==> run_1/clk_routes.png <==
(6 px per um)
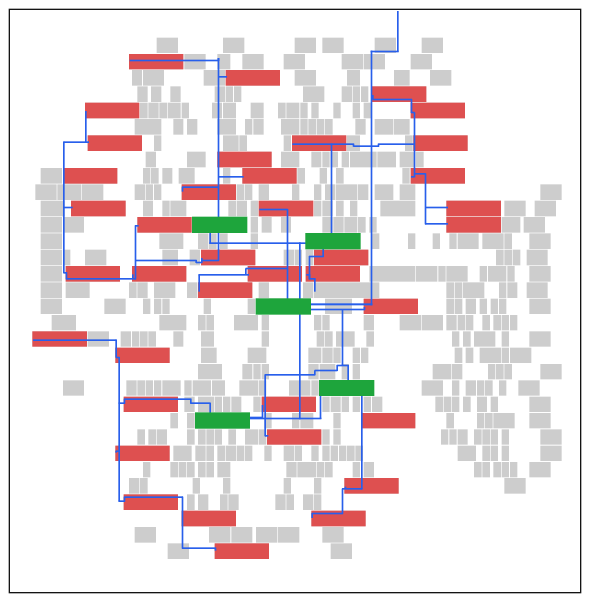
==> run_1/cell_density.png <==
(3 px per um) The die is cut into 10 by 10 equal tiles; white is low, dark blue is high, 0 to 100% covered.
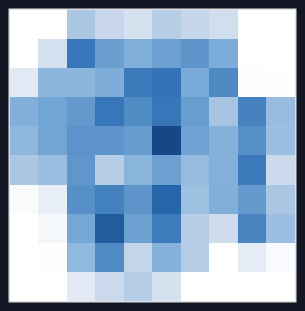
==> run_1/wires.png <==
(6 px per um) Two of the layers only.
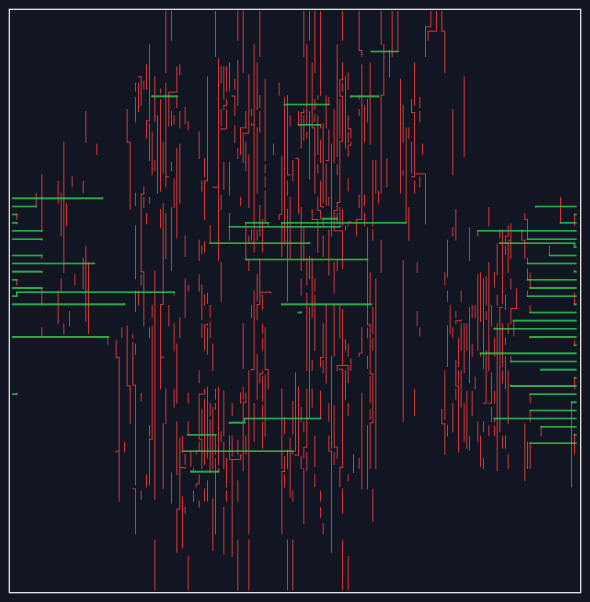
**config.mk**
```make
export PLATFORM = sky130hd
export DESIGN_NAME = hazard_ctrl
export DESIGN_NICKNAME = d
export VERILOG_FILES = /design/src/rtl/hazard_ctrl_pkg.sv /design/src/rtl/hazard_sat_cnt.sv /design/src/rtl/hazard_ctrl.sv
export SDC_FILE = /design/constraint.sdc
export NUM_CORES = 1
export LEC_CHECK = 0
export ABC_AREA = 1
export CORE_AREA = 3 3 92 94
export CTS_BUF_LIST = sky130_fd_sc_hd__clkbuf_16
export DETAILED_ROUTE_END_ITERATION = 10
export DIE_AREA = 0 0 95 97
export GPL_TIMING_DRIVEN = 1
export HOLD_SLACK_MARGIN = 0.1
export REMOVE_ABC_BUFFERS = 1
export SKIP_LAST_GASP = 1
export SYNTH_ARGS = -nofsm -noshare
export SYNTH_HDL_FRONTEND = slang
export SYNTH_SLANG_ARGS = --single-unit
```
**constraint.sdc**
```tcl
create_clock -name clk -period 4.4 [get_ports clk]
set_input_delay 0.88 -clock clk [delete_from_list [all_inputs] [get_ports clk]]
set_output_delay 0.88 -clock clk [all_outputs]
set_load 0.01 [all_outputs]
```
**src/rtl/hazard_ctrl_pkg.sv**
```systemverilog
// Shared types and constants for the pipeline hazard controller.
// Latency: n/a (declarations only).
// Backpressure: n/a.
package hazard_ctrl_pkg;

  // Controller FSM; encoding 3 is never produced by the next-state logic.
  typedef enum logic [1:0] {
    RUN   = 2'd0,
    STALL = 2'd1,
    FLUSH = 2'd2
  } state_t;

  // Bit positions inside the NZCV status word.
  localparam int N_BIT = 3;
  localparam int Z_BIT = 2;
  localparam int C_BIT = 1;
  localparam int V_BIT = 0;

  // Event counter width and its saturation value.
  localparam int CNT_W = 16;
  localparam logic [CNT_W-1:0] CNT_MAX = '1;

  // Register-number equality gated by the producer's enable.
  function automatic logic reg_hit(input logic [3:0] src, input logic [3:0] dst,
                                   input logic en);
    return en && (src == dst);
  endfunction

endpackage

```
**src/rtl/hazard_sat_cnt.sv**
```systemverilog
// Saturating event counter with synchronous clear (clear beats increment).
// Latency: one cycle from inc_i/clr_i to cnt_o.
// Backpressure: none; sticks at all-ones instead of wrapping.
module hazard_sat_cnt
  import hazard_ctrl_pkg::*;
(
  input  logic             clk,
  input  logic             rst,
  input  logic             inc_i,
  input  logic             clr_i,
  output logic [CNT_W-1:0] cnt_o
);

  logic [CNT_W-1:0] cnt_q;

  // Clear first, then increment unless already saturated.
  always_ff @(posedge clk or posedge rst) begin
    if (rst) begin
      cnt_q <= '0;
    end else if (clr_i) begin
      cnt_q <= '0;
    end else if (inc_i && (cnt_q != CNT_MAX)) begin
      cnt_q <= cnt_q + CNT_W'(1);
    end
  end

  assign cnt_o = cnt_q;

endmodule

```
**src/rtl/hazard_ctrl.sv**
```systemverilog
// Pipeline hazard controller: freeze/flush decode, NZCV flag register, stall/flush counters.
// Latency: freeze/flush combinational; state, status and counters one cycle.
// Backpressure: freeze holds PC and IF/ID; HAZARD_FORWARD_EN narrows stalls to load-use only.
module hazard_ctrl
  import hazard_ctrl_pkg::*;
(
  input  logic             clk,
  input  logic             rst,
  input  logic             id_valid_i,
  input  logic [3:0]       id_src1_i,
  input  logic [3:0]       id_src2_i,
  input  logic             id_two_src_i,
  input  logic [3:0]       ex_dest_i,
  input  logic             ex_wb_en_i,
  input  logic             ex_mem_read_i,
  input  logic [3:0]       mem_dest_i,
  input  logic             mem_wb_en_i,
  input  logic             ex_branch_i,
  input  logic             ex_s_i,
  input  logic [3:0]       alu_status_i,
  input  logic             cnt_clr_i,
  output logic             freeze_o,
  output logic             flush_if_id_o,
  output logic             flush_id_ex_o,
  output logic [3:0]       status_o,
  output logic             carry_bit_o,
  output logic [1:0]       state_o,
  output logic [CNT_W-1:0] stall_cnt_o,
  output logic [CNT_W-1:0] flush_cnt_o
);

  logic   src1_hit;
  logic   src2_hit;
  logic   hazard;
  state_t state_q;
  logic [3:0] status_q;

`ifdef HAZARD_FORWARD_EN
  // With forwarding only a load in EX cannot be bypassed in time.
  assign src1_hit = reg_hit(id_src1_i, ex_dest_i, ex_mem_read_i);
  assign src2_hit = reg_hit(id_src2_i, ex_dest_i, ex_mem_read_i);
  logic unused_ok;
  assign unused_ok = ^{ex_wb_en_i, mem_dest_i, mem_wb_en_i};
`else
  // Without forwarding any pending writeback in EX or MEM is a RAW hazard.
  assign src1_hit = reg_hit(id_src1_i, ex_dest_i, ex_wb_en_i) ||
                    reg_hit(id_src1_i, mem_dest_i, mem_wb_en_i);
  assign src2_hit = reg_hit(id_src2_i, ex_dest_i, ex_wb_en_i) ||
                    reg_hit(id_src2_i, mem_dest_i, mem_wb_en_i);
  logic unused_ok;
  assign unused_ok = ex_mem_read_i;
`endif

  assign hazard = id_valid_i && (src1_hit || (id_two_src_i && src2_hit));

  // Pipeline control: a taken branch squashes everything, otherwise a hazard inserts a bubble.
  always_comb begin
    freeze_o      = 1'b0;
    flush_if_id_o = 1'b0;
    flush_id_ex_o = 1'b0;
    if (ex_branch_i) begin
      flush_if_id_o = 1'b1;
      flush_id_ex_o = 1'b1;
    end else if (hazard) begin
      freeze_o      = 1'b1;
      flush_id_ex_o = 1'b1;
    end
  end

  // FSM tracks the last cycle's action; flags load whenever EX sets them, branch or not.
  always_ff @(posedge clk or posedge rst) begin
    if (rst) begin
      state_q  <= RUN;
      status_q <= '0;
    end else begin
      if (ex_s_i) begin
        status_q <= alu_status_i;
      end
      if (ex_branch_i) begin
        state_q <= FLUSH;
      end else if (hazard) begin
        state_q <= STALL;
      end else begin
        state_q <= RUN;
      end
    end
  end

  assign state_o     = state_q;
  assign status_o    = status_q;
  assign carry_bit_o = status_q[C_BIT];

  hazard_sat_cnt u_stall_cnt (
    .clk   (clk),
    .rst   (rst),
    .inc_i (freeze_o),
    .clr_i (cnt_clr_i),
    .cnt_o (stall_cnt_o)
  );

  hazard_sat_cnt u_flush_cnt (
    .clk   (clk),
    .rst   (rst),
    .inc_i (ex_branch_i),
    .clr_i (cnt_clr_i),
    .cnt_o (flush_cnt_o)
  );

endmodule

```
==> run summary, run 1 <==
Status of the implementation.

- The detailed-routed wire length on met3 is just under 500 um, for reference.
- The final clock skew is approximately 0.005 ns, for reference.
- The routed design shows a wire length per standard cell of approximately 13 um.
- The number of distinct library cell variants in the gate-level netlist after synthesis is 33, for reference.
- The final timing summary puts the cycle share of the worst path at a little over 80%.
- After filler insertion, the fill cell instance count of the layout stands at a little under 800.
- The total setup buffers inserted after CTS is 0, for reference.
- The number of CTS-inserted buffers is 5, for reference.
- For the worst min-delay path, the startpoint reported by OpenROAD is status_o[3].
- The number of hold buffers added after CTS was 0.
- The proportion of power drawn by the clock network is between 40% and 50%, for reference.
- The leakage power summed over all cells is roughly 1.6 nW, for reference.
- The slack of the worst reg-to-reg path is roughly 2.3 ns, for reference.
- The chip area is about 9200 um2, for reference.
- The via count of the first global-routing pass is around 2500, for reference.
- By startpoint and endpoint, the worst setup path is classified as input port to primary output.
- The synthesis stat section lists a flop and latch total of 38.
- In this run the deepest clock path goes through 2 buffers.
- The number of antenna violations at the first check in global routing is 0.
- Using the TritonRoute via totals, the vias-per-cell ratio works out to between 4 and 5.
- Entering global routing, the biggest net connects 28 pins.
- Of all power groups, the one with the highest power is the clock network.
- The sequential cell area share is between 20% and 30%, for reference.
- The total power is around 0.92 mW, for reference.
- The mean area per synthesized cell is approximately 7.1 um2, for reference.
- The detailed-routed wire length on met2 is just over 3000 um, for reference.
- In the hold timing report, the worst path depth is 1.
- The cell type with the largest total area after synthesis is dfrtp_1, for reference.
- The final layout contains approximately 460 nets.
- The peak fanout along the critical path is 3, for reference.
- Cells fill a little under half of the core in the end.
- The number of top-level pins is a little over 70, for reference.
- The horizontal die dimension is about 95 um, for reference.
- The post-detailed-placement cell area is roughly 3300 um2, for reference.
- The routability congestion estimate is between 0.8 and 0.9, for reference.
- Excluding fillers, the count of instances in the completed layout stands at approximately 530.
- After layout, the inverter instance count without clock inverters stands at about 46.
- In the power breakdown, the internal column shows 0.691 mW.
- On met3, the global router reports a usage of between 3 and 4%.
- The final timing report lists a hold violation count of 0.
- The post-route report lists met1 wire length as around 3100 um.
- By area the synthesized netlist is led by dfrtp_1 38%, nand2_1 15%, nor2_1 7.1%, nand3_1 6.5%, inv_1 6.1%.
- Per the GRT congestion report, total overflow comes to 0.
- The total vias in the final route is about 2500, for reference.
- For this run, the script counts the antenna cells in the layout as 0.
- The vertical die dimension reported for this design is about 97 um.
- Among all cell classes, the greatest summed area belongs to multi-input combinational cells.
- The data required time at the worst endpoint is 3.52 ns, for reference.
- The area of the mapped netlist is between 2000 and 3000 um2, for reference.
- The sequential element share of the synthesized area is 37.6%, for reference.
- Per the CTS log, the root buffer master is clkbuf_16.
- The pre-CTS setup check shows a worst slack of slightly below 0.8 ns.
- The kind of start point of the critical path is an input port, for reference.
- The top cell type's share of synthesized area is 37.6%, for reference.
- Looking at the VDD voltage map, the peak drop is ~0.14 mV.
- The detailed router finished its first iteration with roughly 150 violations.
- The pin closest to its max-slew limit shows a slew of 0.957 ns.
- For reference, the critical path is launched at ex_dest_i[0].
- TritonRoute reported its final design rule violation total as 0.
- The synthesized netlist cell count is 358, for reference.
- The number of warnings reported in the stage logs is 26.
- The count of H-tree levels built during CTS is 2, for reference.
- Once the floorplan was initialized, standard cells occupied about a third of the core.
- The count of input and output buffers is about 70, for reference.
- The tightest hold path in the finished design has a slack of slightly above 0.5 ns.
- The clock network area share is roughly 4.9%, for reference.
- The most instantiated logic cell after routing is nand2_1, for reference.
- For the worst-skew pair, the clock arrives at the later sink with an insertion delay of approximately 0.28 ns.
- In the final layout, multi-input gates take up slightly below 40% of the cell area.
- The met2 usage is between 20 and 25%, for reference.
- The clock net in this run drives a total of 38 sinks.
- The global-route track usage on met1 is about a fifth, for reference.
- The non-clock buffer count in the final layout is roughly 73, for reference.
- The layout clock buffer count is 5, for reference.
- The flow reports power dissipated in the clock network as approximately 0.42 mW.
- The part of the power in registers is around 40%, for reference.
- The flow ran to the end, and the final reports show no timing, DRC or antenna violations.
- After clock tree synthesis, the repair step resized 0 gates.
- The top routing layer in use is met4, for reference.
- In this run the most used layer during global routing was met2.
- The length of the first detailed-routing pass in iterations is 4, for reference.
- In the synthesized netlist, the cells that appear most often are 104 x nand2_1, 48 x nor2_1, 41 x inv_1, 38 x dfrtp_1, 33 x nand3_1.
- After routing the design area is roughly 3500 um2.
- The combinational logic power is about 0.13 mW, for reference.
- The count of placed standard cells including taps is 525, for reference.
- The synthesis stats list as the most numerous cell nand2_1.
Notes on clk_routes.png above:
- clock wires: blue (length 597 um)
- clock drivers: green (count 5)
- flip-flops: red (count 38)
- routed clock nets: 6

Notes on cell_density.png above:
- tiles over 75% full: 3.0%
- mean over tiles: 37%
- densest ninth of the die: middle

Notes on wires.png above:
- metal 3: green (wire length 496 um)
- metal 2: red (wire length 3100 um)

run 1: critical path, stage by stage:
cell	delay (ns)
clkdlybuf4s50_1	0.51
inv_1	0.06
nand2_1	0.05
nand2_1	0.06
nor2_1	0.12
nand3_1	0.07
nand2_1	0.07
inv_1	0.03
nand2_1	0.11
nand2_1	0.08
nor2_1	0.12
clkdlybuf4s50_1	0.56
run 1: cell families (layout without fill, tap and decap cells):
group / Yosys count / count (layout) / share of synthesized area (%)
multiplexers: 4 / 4 / 1.78
XOR/XNOR: 18 / 18 / 6.24
AND-OR/OR-AND: 25 / 25 / 5.89
flip-flops: 38 / 38 / 37.6
AND/OR/NAND/NOR: 217 / 217 / 38.6
buffers and inverters: 54 / 127 / 8.82
adder cells (fa/ha/maj): 2 / 2 / 0.990
==> run_1/congestion.png <==
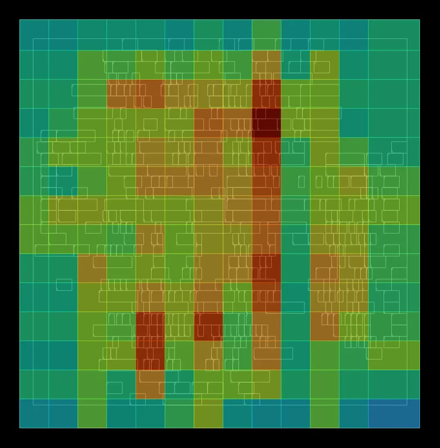

--- run 2 (diff from run 1) ---
==> constraint.sdc (replaced) <==
create_clock -name clk -period 3.28 [get_ports clk]
set_input_delay 0.656 -clock clk [delete_from_list [all_inputs] [get_ports clk]]
set_output_delay 0.656 -clock clk [all_outputs]
set_load 0.01 [all_outputs]
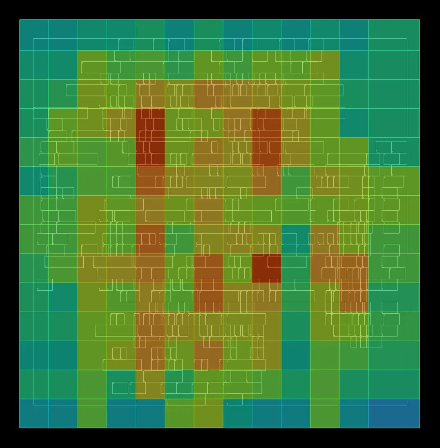
(run_2/congestion.png)
Most Used Layer, Global Route: met2
Finished Core Util: 45.3%
post-DR wirelength/cell: 12.6 um

==> run summary, run 2 <==
Status of the implementation.

- The number of synthesized register bits was 38 (unchanged).
- The combinational logic power is 0.175 mW (was 0.131 mW), for reference.
- CP Cell Sequence: clkdlybuf4s50_1 > inv_1 > nand2_1 > nand2_1 > nor2_1 > nand3_1 > nand2_1 > nand2_1 > nand2_1 > nand2_1 > nand2_1 > clkdlybuf4s50_1 (was clkdlybuf4s50_1 > inv_1 > nand2_1 > nand2_1 > nor2_1 > nand3_1 > nand2_1 > inv_1 > nand2_1 > nand2_1 > nor2_1 > clkdlybuf4s50_1).
- The cell type with the largest total area after synthesis is dfrtp_1 (unchanged).
- The final clock skew is 0.00322 ns (was 0.00510 ns), for reference.
- The most instantiated logic cell after routing is nand2_1 (unchanged), for reference.
- The share of the core filled by cells before placement is 32.7% (unchanged), for reference.
- The number of remaining DRC errors is 0 (unchanged), for reference.
- The worst setup slack after placement came to 0.105 ns (was 0.778 ns).
- The cell type of the slowest stage on the worst timing path is clkdlybuf4s50_1 (unchanged), for reference.
- The slack of the worst reg-to-reg path is 1.28 ns (was 2.34 ns), for reference.
- Run status: finished, final reports clean (unchanged).
- The capture endpoint of the worst hold path is status_o[0] (was status_o[3]), for reference.
- The top routing layer in use is met4 (unchanged).
- The final antenna diode count came to 0 (unchanged).
- The post-detailed-route via-to-cell ratio came to 4.67 (was 4.70).
- The met2 usage is 24.6% (was 24.9%).
- The kind of critical path is input port to primary output (unchanged), for reference.
- The clock network latency to the later pin of the worst-skew pair came to 0.28 ns (about the same).
- The total number of clock tree sinks is 38 (unchanged), for reference.
- The transition time of the tightest slew-check pin is 0.507 ns (was 0.957 ns), for reference.
- The switching power summed over all nets is 0.288 mW (was 0.226 mW), for reference.
- The mean area per synthesized cell is 7.06 um2 (unchanged), for reference.
- The post-detailed-placement cell area is 3340 um2 (was 3330 um2).
- The total power is 1.21 mW (was 0.917 mW), for reference.
- The clock network power came to 0.539 mW (was 0.418 mW).
- The cell count of the worst hold path is 1 (unchanged), for reference.
- Dominant cells by area after synthesis: dfrtp_1 38%, nand2_1 15%, nor2_1 7.1%, nand3_1 6.5%, inv_1 6.1% (unchanged).
- The data required time at the worst endpoint came to 2.62 ns (was 3.52 ns).
- The synthesized netlist cell count is 358 (unchanged), for reference.
- The total vias in the final route came to 2490 (was 2507).
- The chip height is 97 um (unchanged), for reference.
- The violation count after the first detailed-route iteration is 103 (was 148), for reference.
- The internal power was 0.920 mW (was 0.691 mW).
- The part of the power in registers is 40.9% (was 40.1%), for reference.
- The final wirelength is 6700 um (was 6780 um), for reference.
- The sequential element share of the synthesized area is 37.6% (unchanged), for reference.
- The total non-filler cell area in the finished layout is 3500 um2 (about the same), for reference.
- The number of top-level pins came to 72 (unchanged).
- The sum of overflow across all layers after global routing was 0 (unchanged).
- The maximum clock insertion buffer count is 2 (unchanged), for reference.
- The count of input and output buffers is 70 (unchanged).
- The launching element of the worst setup path is id_src2_i[1] (was ex_dest_i[0]).
- The largest power group is the clock network (unchanged), for reference.
- The global-route track usage on met1 was 19.7% (was 19.8%).
- The longest individual stage delay on the worst path is 0.54 ns (was 0.56 ns).
- The capture point of the critical path is flush_id_ex_o (was freeze_o), for reference.
- The switching share of power is 23.9% (was 24.7%), for reference.
- The tool warning count is 26 (unchanged), for reference.
- The non-filler instance count after layout came to 533 (unchanged).
- The final-layout worst hold slack is 0.509 ns (was 0.511 ns).
- The number of antenna violations at the first check in global routing is 0 (unchanged), for reference.
- The via count of the first global-routing pass was 2404 (was 2467).
- The total setup buffers inserted after CTS is 0 (unchanged), for reference.
- The largest net degree at the start of global routing was 39 (was 28).
- The proportion of power drawn by the clock network is 44.6% (was 45.6%).
- The start point of the worst min-delay path is status_o[0] (was status_o[3]), for reference.
- The number of CTS-inserted buffers is 5 (unchanged), for reference.
- The number of distinct library cell variants in the gate-level netlist after synthesis is 33 (unchanged), for reference.
- The length of the first detailed-routing pass in iterations is 4 (unchanged), for reference.
- The maximum VDD drop is 0.188 mV (was 0.140 mV), for reference.
- The detailed-routed wire length on met3 is 491 um (was 495 um), for reference.
- The kind of start point of the critical path is an input port (unchanged), for reference.
- The chip area is 9220 um2 (unchanged), for reference.
- The top cell type's share of synthesized area is 37.6% (unchanged).
- After layout, the worst path uses 93.8% of the clock period.
- The peak fanout along the critical path is 3 (unchanged).
- The most repeated cell in the gate-level netlist after synthesis is nand2_1 (unchanged).
- The number of gates given a new drive strength after cts is 0 (unchanged).
- The total number of nets in the final design came to 463 (was 462).
- Most numerous cell types in the synthesized netlist: 104 x nand2_1, 48 x nor2_1, 41 x inv_1, 38 x dfrtp_1, 33 x nand3_1 (unchanged).
- The routability congestion estimate was 0.797 (was 0.821).
- The number of failing hold endpoints at the final stage came to 0 (unchanged).
- The leakage power summed over all cells is 1.59 nW (was 1.57 nW).
- The horizontal die dimension is 95 um (unchanged), for reference.
- The root buffer cell is clkbuf_16 (unchanged), for reference.
run 2: critical path: cells and delay by family:
kind | cells | cell delay (ns)
buf+inv | 3 | 1.13
simple gates | 9 | 0.63
run 2: area by class of cell:
type,instances,area (um2)
fillers,791,4230
multi-input cells,266,1350
flip-flops and latches,38,951
repair buffers,74,733
inverters,46,174
well taps,102,128
clock buffers,5,125
clock inverters,2,33.8
run 2: cells by family (layout without fill, tap and decap cells):
kind of cell	count (synthesis)	after routing	synth area share [%]
AND-OR/OR-AND	25	25	5.89
XOR/XNOR	18	18	6.24
adder cells (fa/ha/maj)	2	2	0.990
buffers and inverters	54	127	8.82
flip-flops	38	38	37.6
multiplexers	4	4	1.78
AND/OR/NAND/NOR	217	217	38.6
==> run_2/clk_routes.png <==
(6 px per um)
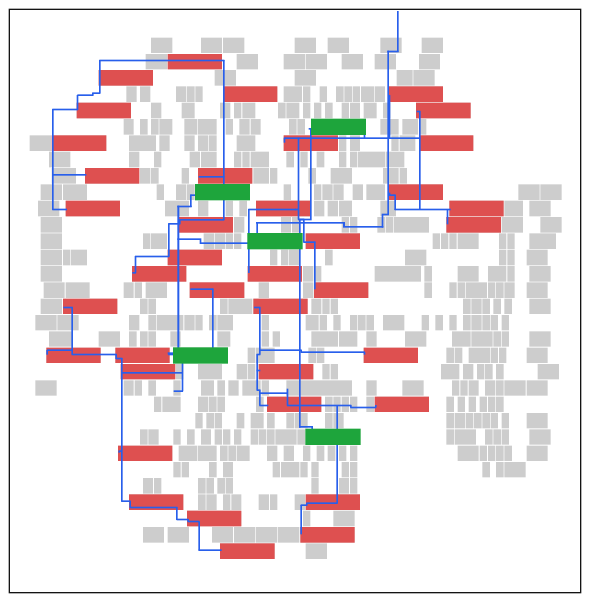

--- run 3 (diff from run 2) ---
--- a/config.mk
+++ b/config.mk
@@ -6,10 +6,10 @@
 export NUM_CORES = 1
 export LEC_CHECK = 0
 export ABC_AREA = 1
-export CORE_AREA = 3 3 92 94
+export CORE_AREA = 3 3 66 130
 export CTS_BUF_LIST = sky130_fd_sc_hd__clkbuf_16
 export DETAILED_ROUTE_END_ITERATION = 10
-export DIE_AREA = 0 0 95 97
+export DIE_AREA = 0 0 69 133
 export GPL_TIMING_DRIVEN = 1
 export HOLD_SLACK_MARGIN = 0.1
 export REMOVE_ABC_BUFFERS = 1
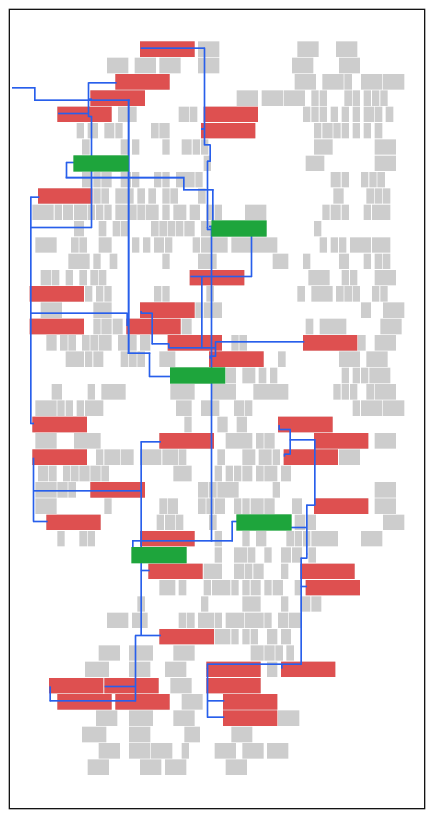
(run_3/clk_routes.png)
(6 px per um)
- flip-flops: red (count 38)
- clock drivers: green (count 5)
- clock wires: blue (length 607 um)
- flops lie: widely spread
- routed clock nets: 6

==> run summary, run 3 <==
Status of the implementation.

- The worst setup slack after placement is 0.153 ns (was 0.105 ns), for reference.
- The layout clock buffer count is 5 (unchanged), for reference.
- The routing layer with the top usage in global route is met2 (unchanged), for reference.
- The met2 usage is 31.0% (was 24.6%), for reference.
- The largest net degree at the start of global routing is 39 (unchanged), for reference.
- The clock network area share is 3.90% (was 4.54%), for reference.
- The global-route track usage on met3 was 3.19% (was 3.03%).
- The total non-filler cell area in the finished layout came to 3460 um2 (was 3500 um2).
- The number of synthesized register bits is 38 (unchanged), for reference.
- The tool warning count is 26 (unchanged).
- The logic gate fraction of the total cell area is 39.1% (was 38.7%), for reference.
- The synthesized netlist cell count is 358 (unchanged), for reference.
- The non-filler instance count after layout is 525 (was 533).
- The final-layout worst hold slack is 0.509 ns (about the same), for reference.
- The final wirelength came to 6930 um (was 6700 um).
- Run status: finished, final reports clean (unchanged).
- CP Cell Sequence: clkdlybuf4s50_1 > inv_1 > nand2_1 > nand2_1 > nor2_1 > nand3_1 > nand2_1 > inv_1 > nand2_1 > nand2_1 > nand2_1 > clkdlybuf4s50_1 (was clkdlybuf4s50_1 > inv_1 > nand2_1 > nand2_1 > nor2_1 > nand3_1 > nand2_1 > nand2_1 > nand2_1 > nand2_1 > nand2_1 > clkdlybuf4s50_1).
- The top routing layer in use was met4 (unchanged).
- The count of H-tree levels built during CTS is 2 (unchanged), for reference.
- The violation count after the first detailed-route iteration is 83 (was 103), for reference.
- The global-route track usage on met1 is 15.6% (was 19.7%).
- The hold-fix buffer count after cts is 0 (unchanged), for reference.
- The most repeated cell in the gate-level netlist after synthesis is nand2_1 (unchanged), for reference.
- The count of cell instances traversed by the critical path was 12 (unchanged).
- The horizontal die dimension is 69 um (was 95 um), for reference.
- The maximum VDD drop is 0.257 mV (was 0.188 mV).
- The post-detailed-placement cell area came to 3330 um2 (was 3340 um2).
- The total number of nets in the final design is 463 (unchanged), for reference.
- The transition time of the tightest slew-check pin is 0.637 ns (was 0.507 ns).
- The combinational gate area is 1350 um2 (unchanged), for reference.
- The proportion of final cell area spent on non-clock buffers is 21.2% (was 21.0%), for reference.
- The cell count of the worst hold path is 1 (unchanged), for reference.
- The sequential element share of the synthesized area came to 37.6% (unchanged).
- The start point of the worst min-delay path is status_o[2] (was status_o[0]).
- The total power was 1.13 mW (was 1.21 mW).
- The non-clock buffer count in the final layout came to 74 (unchanged).
- The via count of the first global-routing pass was 2537 (was 2404).
- The final antenna diode count was 0 (unchanged).
- The final-layout fill cell count is 813 (was 791), for reference.
- The count of input and output buffers is 70 (unchanged), for reference.
- The number of top-level pins is 72 (unchanged), for reference.
- The number of remaining DRC errors is 0 (unchanged), for reference.
- The combinational gate count was 266 (unchanged).
[run 3: cell counts after synthesis]
No cell type changed its count.
[run 3: kinds of logic after synthesis]
group,share of synthesized area (%)
mux,1.78
simple gates,38.6
xor+xnor,6.24
flops,37.6
buf+inv,8.82
fa+ha+maj,0.990
compound gates,5.89
[run 3: worst register-to-register path, cell delays in order (launching register included)]
cell      delay (ns)
dfrtp_1         0.42
ha_1            0.19
nand2_1         0.08
nor2_1          0.26
nand2_1         0.18
o21ai_4         0.35
nand2_4         0.15
clkinv_2        0.12
nand2_1         0.05
o31ai_1         0.07
[run 3: where the power goes]
group          internal [mW]  switching [mW]
Clock                  0.274           0.186
Sequential             0.482          0.0118
Combinational         0.0877          0.0884

## Gallery

Supply network.
(4 px per um) Pins as bars on the die edge.
shot_01.png
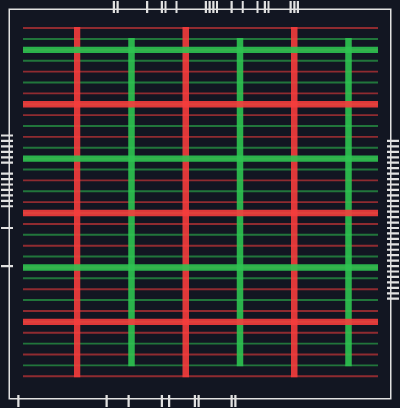
shot_02.png
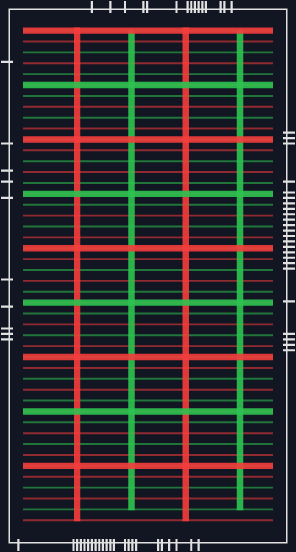
run 2 -> shot_01.png
run 3 -> shot_02.png

Key to shot_02.png:
- VDD: green
- VSS: red
- met5 straps: 9
- signal pins: 72
- rows: 45
- met1 rails: 46

Power figures rest on the tool's default switching activity, not on a simulated workload.
